$ cat config.mk
export PLATFORM = sky130hd
export DESIGN_NAME = glitch_sweep_sequencer
export DESIGN_NICKNAME = d
export VERILOG_FILES = /design/src/rtl/glitch_pkg.sv /design/src/rtl/sweep_axis_step.sv /design/src/rtl/glitch_sweep_sequencer.sv
export SDC_FILE = /design/constraint.sdc
export NUM_CORES = 1
export LEC_CHECK = 0
export CORE_AREA = 8 8 227 229
export CTS_CLUSTER_DIAMETER = 60
export CTS_CLUSTER_SIZE = 28
export DETAILED_ROUTE_END_ITERATION = 8
export DIE_AREA = 0 0 235 237
export GPL_TIMING_DRIVEN = 1
export PLACE_DENSITY_LB_ADDON = 0.05
export SYNTH_ARGS = -nofsm -noshare
export SYNTH_HDL_FRONTEND = slang
export SYNTH_SLANG_ARGS = --single-unit
export TNS_END_PERCENT = 30
$ cat constraint.sdc
create_clock -name clk -period 5.58 [get_ports clk]
set_input_delay 0.837 -clock clk [delete_from_list [all_inputs] [get_ports clk]]
set_output_delay 0.837 -clock clk [all_outputs]
set_load 0.005 [all_outputs]
$ cat src/rtl/glitch_pkg.sv
// Shared definitions for the glitch parameter sweep sequencer.
//   - sweep_state_t : sequencer FSM states
//   - GLITCH_W      : default width of offset/duration values
//   - DEFAULT_*     : default fire/release timeout and settle time in cycles
//   - AX_DUR/AX_OFF : index of the duration / offset axis in the stepper array
package glitch_pkg;

    localparam int GLITCH_W               = 32;
    localparam int DEFAULT_TIMEOUT_CYCLES = 24000000;
    localparam int DEFAULT_SETTLE_CYCLES  = 1000;

    localparam int AX_DUR = 0;
    localparam int AX_OFF = 1;

    typedef enum logic [2:0] {
        ST_IDLE      = 3'd0,
        ST_ARM       = 3'd1,
        ST_WAIT_FIRE = 3'd2,
        ST_WAIT_REL  = 3'd3,
        ST_SETTLE    = 3'd4,
        ST_ADVANCE   = 3'd5,
        ST_DONE      = 3'd6
    } sweep_state_t;

endpackage

$ cat src/rtl/sweep_axis_step.sv
// One axis of the sweep: computes the next value along a range and reports
// whether the axis wraps back to its start value.
// Ports:
//   value      in  W  current point on this axis
//   step       in  W  increment
//   start_val  in  W  first value of the range (returned on wrap)
//   end_val    in  W  last value of the range (inclusive)
//   next_value out W  value + step, or start_val when wrapping
//   wrap       out 1  zero step, carry out of W bits, or past end_val
module sweep_axis_step #(
    parameter int W = 32
) (
    input  logic [W-1:0] value,
    input  logic [W-1:0] step,
    input  logic [W-1:0] start_val,
    input  logic [W-1:0] end_val,
    output logic [W-1:0] next_value,
    output logic         wrap
);

    logic [W:0] sum;

    // The extra MSB catches overflow so a range ending near all-ones
    // terminates instead of wrapping around to small values.
    always_comb begin
        sum        = {1'b0, value} + {1'b0, step};
        wrap       = (step == '0) || sum[W] || (sum[W-1:0] > end_val);
        next_value = wrap ? start_val : sum[W-1:0];
    end

endmodule

$ cat src/rtl/glitch_sweep_sequencer.sv
// Glitch parameter sweep sequencer. Walks offset (outer loop) and duration
// (inner loop) over host-supplied inclusive ranges, repeating each point
// cfg_repeats times. Each attempt pulses target_reset, waits for a complete
// glitch_active pulse, then for tx_release, settles, and advances.
//
// Optional build macro: GLITCH_SWEEP_STOP_ON_HIT_EN
//   adds input hit and outputs hit_offset/hit_duration/hit_valid; a hit seen
//   while waiting for release or settling records the point and ends the sweep.
//
// Ports:
//   clk, rst              clock, synchronous active-high reset
//   start                 one-cycle pulse: latch cfg_* and begin (IDLE only)
//   abort                 level: return to IDLE, counters hold, no done
//   cfg_off_* / cfg_dur_* offset / duration ranges (start, end, step)
//   cfg_repeats           attempts per point (0 behaves as 1)
//   glitch_active         glitch pulse level from the power controller
//   tx_release            target UART released
//   glitch_offset/_duration current point
//   target_reset          one-cycle reset request per attempt
//   busy                  sweep in progress
//   done                  one-cycle pulse at completion or on config error
//   cfg_err               invalid range at last start (sticky)
//   attempt_count         attempts since start (saturating)
//   timeout_count         timed-out attempts (saturating)
module glitch_sweep_sequencer
    import glitch_pkg::*;
#(
    parameter int W              = GLITCH_W,
    parameter int CNT_W          = 16,
    parameter int TIMEOUT_CYCLES = DEFAULT_TIMEOUT_CYCLES,
    parameter int SETTLE_CYCLES  = DEFAULT_SETTLE_CYCLES
) (
    input  logic             clk,
    input  logic             rst,
    input  logic             start,
    input  logic             abort,
    input  logic [W-1:0]     cfg_off_start,
    input  logic [W-1:0]     cfg_off_end,
    input  logic [W-1:0]     cfg_off_step,
    input  logic [W-1:0]     cfg_dur_start,
    input  logic [W-1:0]     cfg_dur_end,
    input  logic [W-1:0]     cfg_dur_step,
    input  logic [CNT_W-1:0] cfg_repeats,
    input  logic             glitch_active,
    input  logic             tx_release,
    output logic [W-1:0]     glitch_offset,
    output logic [W-1:0]     glitch_duration,
    output logic             target_reset,
    output logic             busy,
    output logic             done,
    output logic             cfg_err,
    output logic [CNT_W-1:0] attempt_count,
    output logic [CNT_W-1:0] timeout_count
`ifdef GLITCH_SWEEP_STOP_ON_HIT_EN
    ,
    input  logic             hit,
    output logic [W-1:0]     hit_offset,
    output logic [W-1:0]     hit_duration,
    output logic             hit_valid
`endif
);

    localparam int          TMR_W       = 32;
    localparam [TMR_W-1:0]  TMO_LOAD    = TMR_W'(TIMEOUT_CYCLES - 1);
    localparam [TMR_W-1:0]  SETTLE_LOAD = TMR_W'(SETTLE_CYCLES - 1);

    sweep_state_t state_reg, state_next;

    logic [W-1:0]     off_reg, dur_reg;
    logic [W-1:0]     off_start_reg, off_end_reg, off_step_reg;
    logic [W-1:0]     dur_start_reg, dur_end_reg, dur_step_reg;
    logic [CNT_W-1:0] rep_eff_reg, rep_reg;
    logic [TMR_W-1:0] timer_reg;
    logic [CNT_W-1:0] attempt_reg, timeout_reg;
    logic             cfg_err_reg;
    logic             err_done_reg;
    logic             ga_q_reg;
    logic             seen_rise_reg;

    // Axis steppers: index AX_DUR is the inner loop, AX_OFF the outer loop.
    logic [W-1:0] ax_val   [2];
    logic [W-1:0] ax_step  [2];
    logic [W-1:0] ax_start [2];
    logic [W-1:0] ax_end   [2];
    logic [W-1:0] ax_next  [2];
    logic         ax_wrap  [2];

    assign ax_val[AX_DUR]   = dur_reg;
    assign ax_step[AX_DUR]  = dur_step_reg;
    assign ax_start[AX_DUR] = dur_start_reg;
    assign ax_end[AX_DUR]   = dur_end_reg;
    assign ax_val[AX_OFF]   = off_reg;
    assign ax_step[AX_OFF]  = off_step_reg;
    assign ax_start[AX_OFF] = off_start_reg;
    assign ax_end[AX_OFF]   = off_end_reg;

    genvar gi;
    generate
        for (gi = 0; gi < 2; gi++) begin : g_axis
            sweep_axis_step #(.W(W)) u_step (
                .value      (ax_val[gi]),
                .step       (ax_step[gi]),
                .start_val  (ax_start[gi]),
                .end_val    (ax_end[gi]),
                .next_value (ax_next[gi]),
                .wrap       (ax_wrap[gi])
            );
        end
    endgenerate

    logic             cfg_ok;
    logic             ga_rise, ga_fall, fire;
    logic             timer_zero;
    logic [CNT_W-1:0] rep_inc;
    logic             rep_more;
    logic             hit_take;

    assign cfg_ok     = (cfg_off_start <= cfg_off_end) && (cfg_dur_start <= cfg_dur_end);
    assign ga_rise    = glitch_active & ~ga_q_reg;
    assign ga_fall    = ~glitch_active & ga_q_reg;
    // Only a complete pulse counts: a fall that follows a rise seen after ARM.
    assign fire       = ga_fall & seen_rise_reg;
    assign timer_zero = (timer_reg == '0);
    assign rep_inc    = rep_reg + CNT_W'(1);
    assign rep_more   = (rep_inc < rep_eff_reg);

`ifdef GLITCH_SWEEP_STOP_ON_HIT_EN
    assign hit_take = hit && ((state_reg == ST_WAIT_REL) || (state_reg == ST_SETTLE));
`else
    assign hit_take = 1'b0;
`endif

    always_comb begin
        state_next = state_reg;
        case (state_reg)
            ST_IDLE:      if (start) state_next = cfg_ok ? ST_ARM : ST_IDLE;
            ST_ARM:       state_next = ST_WAIT_FIRE;
            ST_WAIT_FIRE: begin
                if (fire)            state_next = ST_WAIT_REL;
                else if (timer_zero) state_next = ST_SETTLE;
            end
            ST_WAIT_REL:  if (tx_release || timer_zero) state_next = ST_SETTLE;
            ST_SETTLE:    if (timer_zero) state_next = ST_ADVANCE;
            ST_ADVANCE: begin
                if (rep_more || !ax_wrap[AX_DUR] || !ax_wrap[AX_OFF])
                    state_next = ST_ARM;
                else
                    state_next = ST_DONE;
            end
            ST_DONE:      state_next = ST_IDLE;
            default:      state_next = ST_IDLE;
        endcase
        if (hit_take) state_next = ST_DONE;
        if (abort)    state_next = ST_IDLE;
    end

    always_ff @(posedge clk) begin
        if (rst) begin
            state_reg     <= ST_IDLE;
            off_reg       <= '0;
            dur_reg       <= '0;
            off_start_reg <= '0;
            off_end_reg   <= '0;
            off_step_reg  <= '0;
            dur_start_reg <= '0;
            dur_end_reg   <= '0;
            dur_step_reg  <= '0;
            rep_eff_reg   <= '0;
            rep_reg       <= '0;
            timer_reg     <= '0;
            attempt_reg   <= '0;
            timeout_reg   <= '0;
            cfg_err_reg   <= 1'b0;
            err_done_reg  <= 1'b0;
            ga_q_reg      <= 1'b0;
            seen_rise_reg <= 1'b0;
        end else begin
            state_reg    <= state_next;
            ga_q_reg     <= glitch_active;
            err_done_reg <= 1'b0;
            if (!abort && !hit_take) begin
                case (state_reg)
                    ST_IDLE: begin
                        if (start) begin
                            off_start_reg <= cfg_off_start;
                            off_end_reg   <= cfg_off_end;
                            off_step_reg  <= cfg_off_step;
                            dur_start_reg <= cfg_dur_start;
                            dur_end_reg   <= cfg_dur_end;
                            dur_step_reg  <= cfg_dur_step;
                            rep_eff_reg   <= (cfg_repeats == '0) ? CNT_W'(1) : cfg_repeats;
                            if (cfg_ok) begin
                                off_reg     <= cfg_off_start;
                                dur_reg     <= cfg_dur_start;
                                rep_reg     <= '0;
                                attempt_reg <= '0;
                                timeout_reg <= '0;
                                cfg_err_reg <= 1'b0;
                            end else begin
                                cfg_err_reg  <= 1'b1;
                                err_done_reg <= 1'b1;
                            end
                        end
                    end
                    ST_ARM: begin
                        if (attempt_reg != '1) attempt_reg <= attempt_reg + CNT_W'(1);
                        timer_reg     <= TMO_LOAD;
                        seen_rise_reg <= 1'b0;
                    end
                    ST_WAIT_FIRE: begin
                        if (ga_rise) seen_rise_reg <= 1'b1;
                        if (fire) begin
                            timer_reg <= TMO_LOAD;
                        end else if (timer_zero) begin
                            if (timeout_reg != '1) timeout_reg <= timeout_reg + CNT_W'(1);
                            timer_reg <= SETTLE_LOAD;
                        end else begin
                            timer_reg <= timer_reg - TMR_W'(1);
                        end
                    end
                    ST_WAIT_REL: begin
                        if (tx_release) begin
                            timer_reg <= SETTLE_LOAD;
                        end else if (timer_zero) begin
                            if (timeout_reg != '1) timeout_reg <= timeout_reg + CNT_W'(1);
                            timer_reg <= SETTLE_LOAD;
                        end else begin
                            timer_reg <= timer_reg - TMR_W'(1);
                        end
                    end
                    ST_SETTLE: begin
                        if (!timer_zero) timer_reg <= timer_reg - TMR_W'(1);
                    end
                    ST_ADVANCE: begin
                        if (rep_more) begin
                            rep_reg <= rep_inc;
                        end else begin
                            rep_reg <= '0;
                            // On final wrap the last point is kept on the outputs.
                            if (!ax_wrap[AX_DUR]) begin
                                dur_reg <= ax_next[AX_DUR];
                            end else if (!ax_wrap[AX_OFF]) begin
                                dur_reg <= dur_start_reg;
                                off_reg <= ax_next[AX_OFF];
                            end
                        end
                    end
                    default: ;
                endcase
            end
        end
    end

`ifdef GLITCH_SWEEP_STOP_ON_HIT_EN
    logic [W-1:0] hit_off_reg, hit_dur_reg;
    logic         hit_valid_reg;

    always_ff @(posedge clk) begin
        if (rst) begin
            hit_off_reg   <= '0;
            hit_dur_reg   <= '0;
            hit_valid_reg <= 1'b0;
        end else if (!abort) begin
            if (hit_take) begin
                hit_off_reg   <= off_reg;
                hit_dur_reg   <= dur_reg;
                hit_valid_reg <= 1'b1;
            end else if (state_reg == ST_IDLE && start) begin
                hit_valid_reg <= 1'b0;
            end
        end
    end

    assign hit_offset   = hit_off_reg;
    assign hit_duration = hit_dur_reg;
    assign hit_valid    = hit_valid_reg;
`endif

    assign glitch_offset   = off_reg;
    assign glitch_duration = dur_reg;
    assign target_reset    = (state_reg == ST_ARM) && !abort;
    assign busy            = (state_reg != ST_IDLE) && (state_reg != ST_DONE);
    assign done            = (state_reg == ST_DONE) || err_done_reg;
    assign cfg_err         = cfg_err_reg;
    assign attempt_count   = attempt_reg;
    assign timeout_count   = timeout_reg;

endmodule
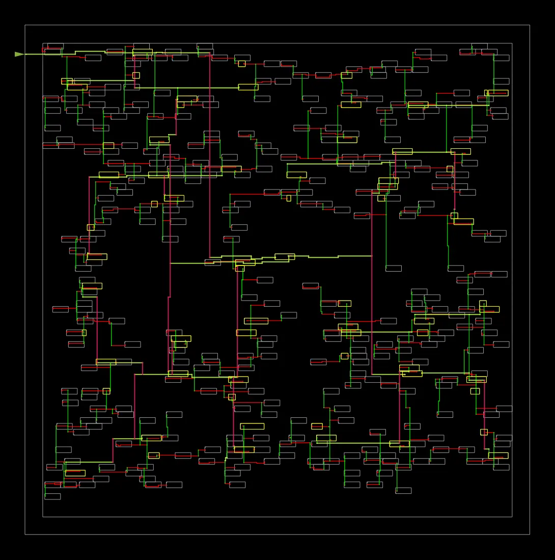
Figure 1: run 1, clock nets.
clk sink count: 327
Fin Clk Skew: 0.0246 ns
clock network power: 2.67 mW
total CTS buffers: 38

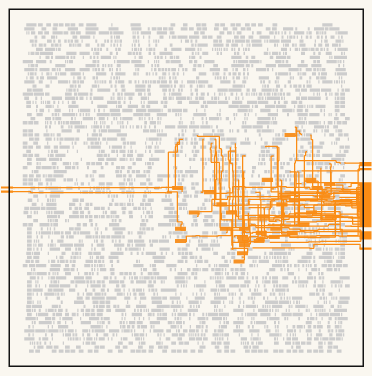
Figure 2: run 1, nets reached from selected ports.
Drawn at 1.5 px/micron.
Key: `glitch_duration` = orange [direction output, edge 30 right, 2 left, end cells 32, buffers 35, wire 3,870 microns]
# port buffers: 313
Top Ports: 314

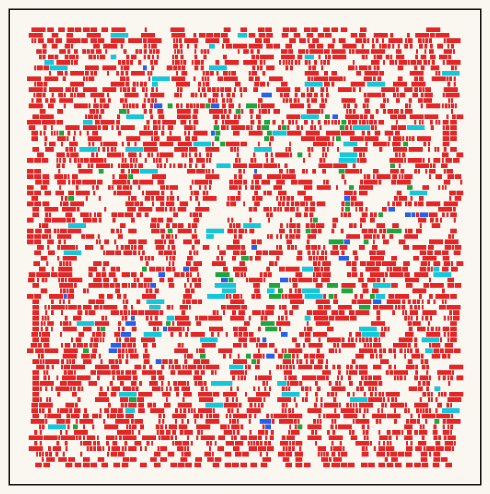
Figure 3: run 1, sizing map.
Drawn at 2 px/micron.
Key: x6 and larger = cyan [cells 67, share 2.2%]; x1 and smaller = red [cells 2,922, share 95%]; x3 and x4 = green [cells 62, share 2.0%]; x2 = blue [cells 34, share 1.1%]

==> metrics.csv, run 1 <==
stage;metric;value;unit
sta;f_max;186;MHz
status;status;finished clean;
floorplan;die area;55700;sq um
route;met1 WL;33000;microns
route;met3 wire length;3800;microns
worst_setup_path;Worst EP required;5.97;ns
route;routed via count;21300;
grt;Tot GR Track Use;26.5;%
hold_path;Worst Hold Depth;2;
placement;dpl hpwl;58300;microns
synthesis;syn_area_per_cell;7.58;sq um
sta;final hold vios;0;
power_and_ir_drop;power per cell area;257;nW/um^2
sta;Final Max Slew Viols;0;
power_and_ir_drop;total power;6.77;mW
route;DR vias/cell;5.76;
route;Routed met2 length;37200;microns
worst_setup_path;crit-path cells;ha_1, a211oi_1, o21bai_1, o21a_1, a311oi_2, o21bai_1, a21oi_1, xnor2_1, ha_1, nand4_1, or3_4, nand4b_1, a21bo_2, o221ai_1, a211o_1, buf_4, a211o_2, nand2_2, buf_4, a311oi_1;
cts;Worst-Skew Late Latency;0.57;ns
worst_setup_path;CP max stage cell;or3_4;
cts;CTS tree;built;
cts;H-Tree Level Count;2;
hold_path;Worst Hold Class;register to register;
cts;clock tree buffer depth;3;
route;drt wl/cell;20.7;microns
## run 1: cells in the mapped netlist, types with 7 or more instances
master,number
a311oi_1,24
nor2b_1,14
a21oi_1,344
dfxtp_1,327
nand4_1,38
and3_1,35
clkbuf_1,114
o21a_1,13
nor2_1,171
ha_1,211
and4_1,9
inv_1,188
a211oi_1,34
nand2b_1,19
nor4_1,35
mux2i_1,12
nor3_1,81
and2_1,8
nand3b_1,13
nand3_1,80
a21boi_0,11
a31oi_1,35
xor2_1,33
nand2_1,495
a22o_1,20
a211o_1,9
o211ai_1,12
xnor2_1,72
buf_2,16
a21o_1,47
or3_1,10
o21bai_1,9
or4_1,7
nand4b_1,11
o21ai_0,113
## run 1: through the flow
step           instances  worst slack, ns  util [%]
2_1_floorplan       2798            0.876         -
3_5_place_dp        3634          -0.0884      51.8
5_1_grt             3707          -0.0117      54.8
4_1_cts             3704           0.0399      54.6
3_3_place_gp        3634          0.00230      51.8
6_report            3707            0.205      54.8
## run 1: logic make-up after synthesis
group	synth area share [%]
adder cells (fa/ha/maj)	12.6
flip-flops	30.9
buffers and inverters	6.16
AND-OR/OR-AND	22.7
multiplexers	0.566
XOR/XNOR	4.34
AND/OR/NAND/NOR	22.7
## run 1: metal layers
| metal | track usage [%] | vias up |
|---|---|---|
| li1 | - | 10500 |
| met1 | 32.4 | 10200 |
| met2 | 46.6 | 603 |
| met3 | 4.13 | 126 |
| met4 | 9.97 | 0 |
| met5 | 0 | - |
## run 1: cell type report
cell class              count  area [sq um]  area share, %
repair buffers            357          3540           13.4
clock buffers              48          1110           4.22
flip-flops and latches    327          6550           24.8
well taps                 622           778           2.95
clock inverters            21           236          0.896
multi-input cells        2144         13500           51.0
inverters                 188           706           2.68
## run 1: power by group
group	total [mW]	leakage, nW	switching (mW)	internal (mW)
clock network	2.67	0.660	1.13	1.54
logic	1.58	7.41	0.927	0.648
registers	2.53	2.66	0.0921	2.43
total	6.77	10.7	2.14	4.63
## run 1: what timing repair did
action	CTS	global route
cloned	1	1
endpoints found under the hold margin	0	0
endpoints found under the setup margin	27	60
pin swaps	1	3
buffers inserted	0	2
gates resized	2	14
## run 1: worst register-to-register path, cell delays in order, from the launching register on
cell and delay [ns]:
dfxtp_1 0.33, ha_1 0.31, a211oi_1 0.24, o21bai_1 0.23, o21a_1 0.27, a311oi_2 0.36, o21bai_1 0.11, a21oi_1 0.19
xnor2_1 0.12, ha_1 0.31, nand4_1 0.29, or3_4 0.52, nand4b_1 0.20, a21bo_2 0.21, o221ai_1 0.11, a211o_1 0.39
buf_4 0.19, a211o_2 0.36, nand2_2 0.11, buf_4 0.22, a311oi_1 0.12
## run 1: cell usage in the layout, fill, tap and decap left out, types with 37 or more instances in the layout
cell             Yosys  layout
ha_1               211     211
xnor2_1             72      72
nand2_1            495     493
a21o_1              47      47
buf_4                4      37
clkbuf_16            0      41
o21ai_0            113     112
nand3_1             80      80
clkdlybuf4s50_1      0     312
nand4_1             38      38
a21oi_1            344     341
nor2_1             171     171
inv_1              188     188
nor3_1              81      81
dfxtp_1            327     327
==> run 2: changes to the inputs <==
CORE_AREA = 8 8 238 240   (was 8 8 227 229)
CTS_CLUSTER_SIZE = not set   (was 28)
DIE_AREA = 0 0 246 248   (was 0 0 235 237)
SYNTH_HIERARCHICAL = 1   (was not set)
clock period = 6.4 ns   (was 5.58 ns; I/O delays follow)
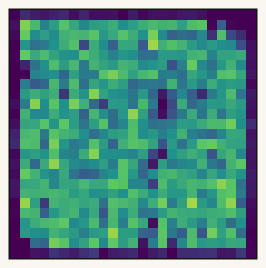
Figure 4: run 2, cell density map.
Drawn at 1 px/micron. The die is cut into 25 by 25 equal tiles; dark purple is low, yellow is high, 0 to 100% covered.
5.9% of the tiles are nearly empty. The mean over all tiles is 45%. The fullest tile reaches 87%. 4.0% of the tiles are over 75% full.

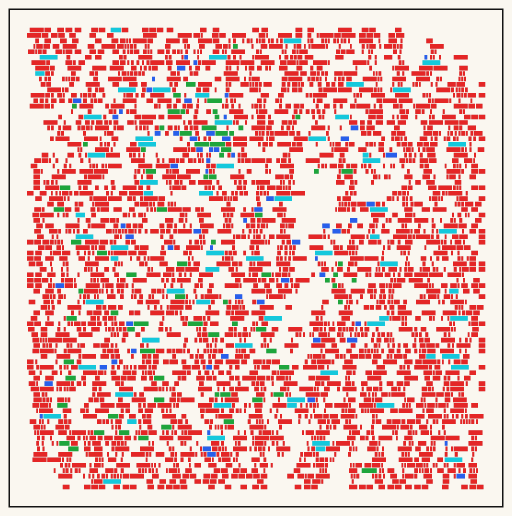
Figure 5: run 2, sizing map.
Drawn at 2 px/micron.
Key: x1 and smaller = red [cells 3,090, share 94%]; x3 and x4 = green [cells 75, share 2.3%]; x6 and larger = cyan [cells 65, share 2.0%]; x2 = blue [cells 63, share 1.9%]

==> metrics.csv, run 2 <==
stage;metric;value;unit
synthesis;syn_area_per_cell;7.75;sq um
grt;global-route wire length before repair;127000;microns
placement;Placed Cells;3907;
cts;total CTS buffers;46;
grt;vias in the first global route;22400;
sta;Fin Clk Skew;0.0195;ns
worst_setup_path;Crit path max-delay family;AND-OR/OR-AND gates;
synthesis;area fraction in mux cells;5.19;%
layout;Top cell excl fill/tap;nand2_1;
grt;Global Route met1 Usage;32.9;%
cts;PostCTS Resize Cnt;0;
floorplan;die area;61000;sq um
sta;final hold vios;0;
cts;CTS tree;built;
sta;f_max;172;MHz
grt;met3 usage;3.89;%
placement;dpl hpwl;60700;microns
placement;# port buffers;313;
cts;post-CTS setup buffer count;0;
cts;Worst-Skew Late Latency;0.58;ns
worst_setup_path;CP Capture Type;register;
sta;slew of the pin with the lowest slew margin;1.47;ns
sta;Final Max Slew Viols;0;
worst_setup_path;CP max stage cell;a311oi_1;
synthesis;area fraction in full adders, half adders and majority gates;11.4;%
route;routed via count;23000;
synthesis;yosys cell count;3041;
status;status;finished clean;
layout;top logic cells by instance count in the layout;nand2_1 (597), a21oi_1 (444), dfxtp_1 (359);
layout;Antenna Cells;0;
route;DR vias/cell;5.78;
grt;Tot GR Track Use;25.8;%
power_and_ir_drop;power per cell area;226;nW/um^2
worst_setup_path;crit-path cells;ha_1, inv_1, fa_1, nor2b_1, o2111ai_2, a211oi_1, o31a_1, nand2b_1, a31oi_1, xnor2_1, ha_1, nand4_1, nor3_1, nor3b_2, nor2b_1, o21ai_1, a311oi_1, o21ai_4, buf_4, nand2b_1, o21ai_2, buf_4, a21oi_1, a311oi_1;
hold_path;Worst Hold Class;register to register;
synthesis;top-count cell post-synth;nand2_1;
synthesis;Compound-Gate Fraction of Synth Area;22.0;%
layout;Finished Layout Cells;3989;
route;drt wl/cell;20.5;microns
synthesis;top cells by count;nand2_1 (597), a21oi_1 (444), dfxtp_1 (359);
synthesis;Basic Gates by Area;21.7;%
synthesis;Top logic family;AND-OR/OR-AND gates;
grt;met2 usage in global routing;44.1;%
synthesis;post-synthesis xor/xnor area fraction;3.05;%
cts;clk sink count;359;
cts;clock tree buffer depth;3;
run 2: layout make-up:
class	instances	area, sq um	share of cell area [%]
Timing Repair Buffer	340	3400	11.9
Tap cell	696	871	3.05
Multi-Input combinational cell	2329	15000	52.5
Sequential cell	359	7190	25.1
Inverter	183	687	2.40
Clock inverter	14	88.8	0.311
Clock buffer	68	1360	4.74
run 2: worst paths after layout:
kind,cells after the start,startpoint,to
worst max-delay path,24,off_step_reg[0],glitch_offset[23]
worst min-delay path,2,off_start_reg[4],off_start_reg[4]
worst max register to register,24,off_step_reg[0],glitch_offset[23]
worst min register to register,2,off_start_reg[4],off_start_reg[4]
run 2: layer usage:
metal | share of wire (%) | wire [microns]
met1 | 43 | 35400
met2 | 48 | 39000
met3 | 5.6 | 4570
met4 | 3.3 | 2710
met5 | 0.016 | 13
run 2: logic make-up after synthesis:
kind of cell    count (synthesis)
flops                         359
compound gates                831
buf+inv                       353
fa+ha+maj                     214
mux                           103
simple gates                 1099
xor+xnor                       82
run 2: through the flow:
stage | instance area (sq um) | setup WS [ns] | utilization [%] | power, mW | hold slack, ns
after floorplan | 23600 | 1.26 | - | 3.48 | 0.433
after detailed placement | 27100 | 0.670 | 51.2 | 4.00 | 0.448
after global routing | 28600 | 0.116 | 53.9 | 6.78 | 0.473
after global placement | 27100 | 0.831 | 51.2 | 3.98 | 0.440
final | 28600 | 0.579 | 53.9 | 6.47 | 0.455
after CTS | 28600 | 0.619 | 53.9 | 6.52 | 0.456
run 2: tightest hold or removal path: stages, from the launching register on:
cell and delay, ns:
dfxtp_1 0.31, nand2_1 0.05, a21oi_1 0.05
run 2: power by group:
group          leakage, nW  internal [mW]  switching [mW]
Sequential            2.92           2.33          0.0874
Combinational         7.91          0.663           0.876
Clock                0.714           1.46            1.04
Total                 11.5           4.46            2.01
Power figures rest on the tool's default switching activity, not on a simulated workload.
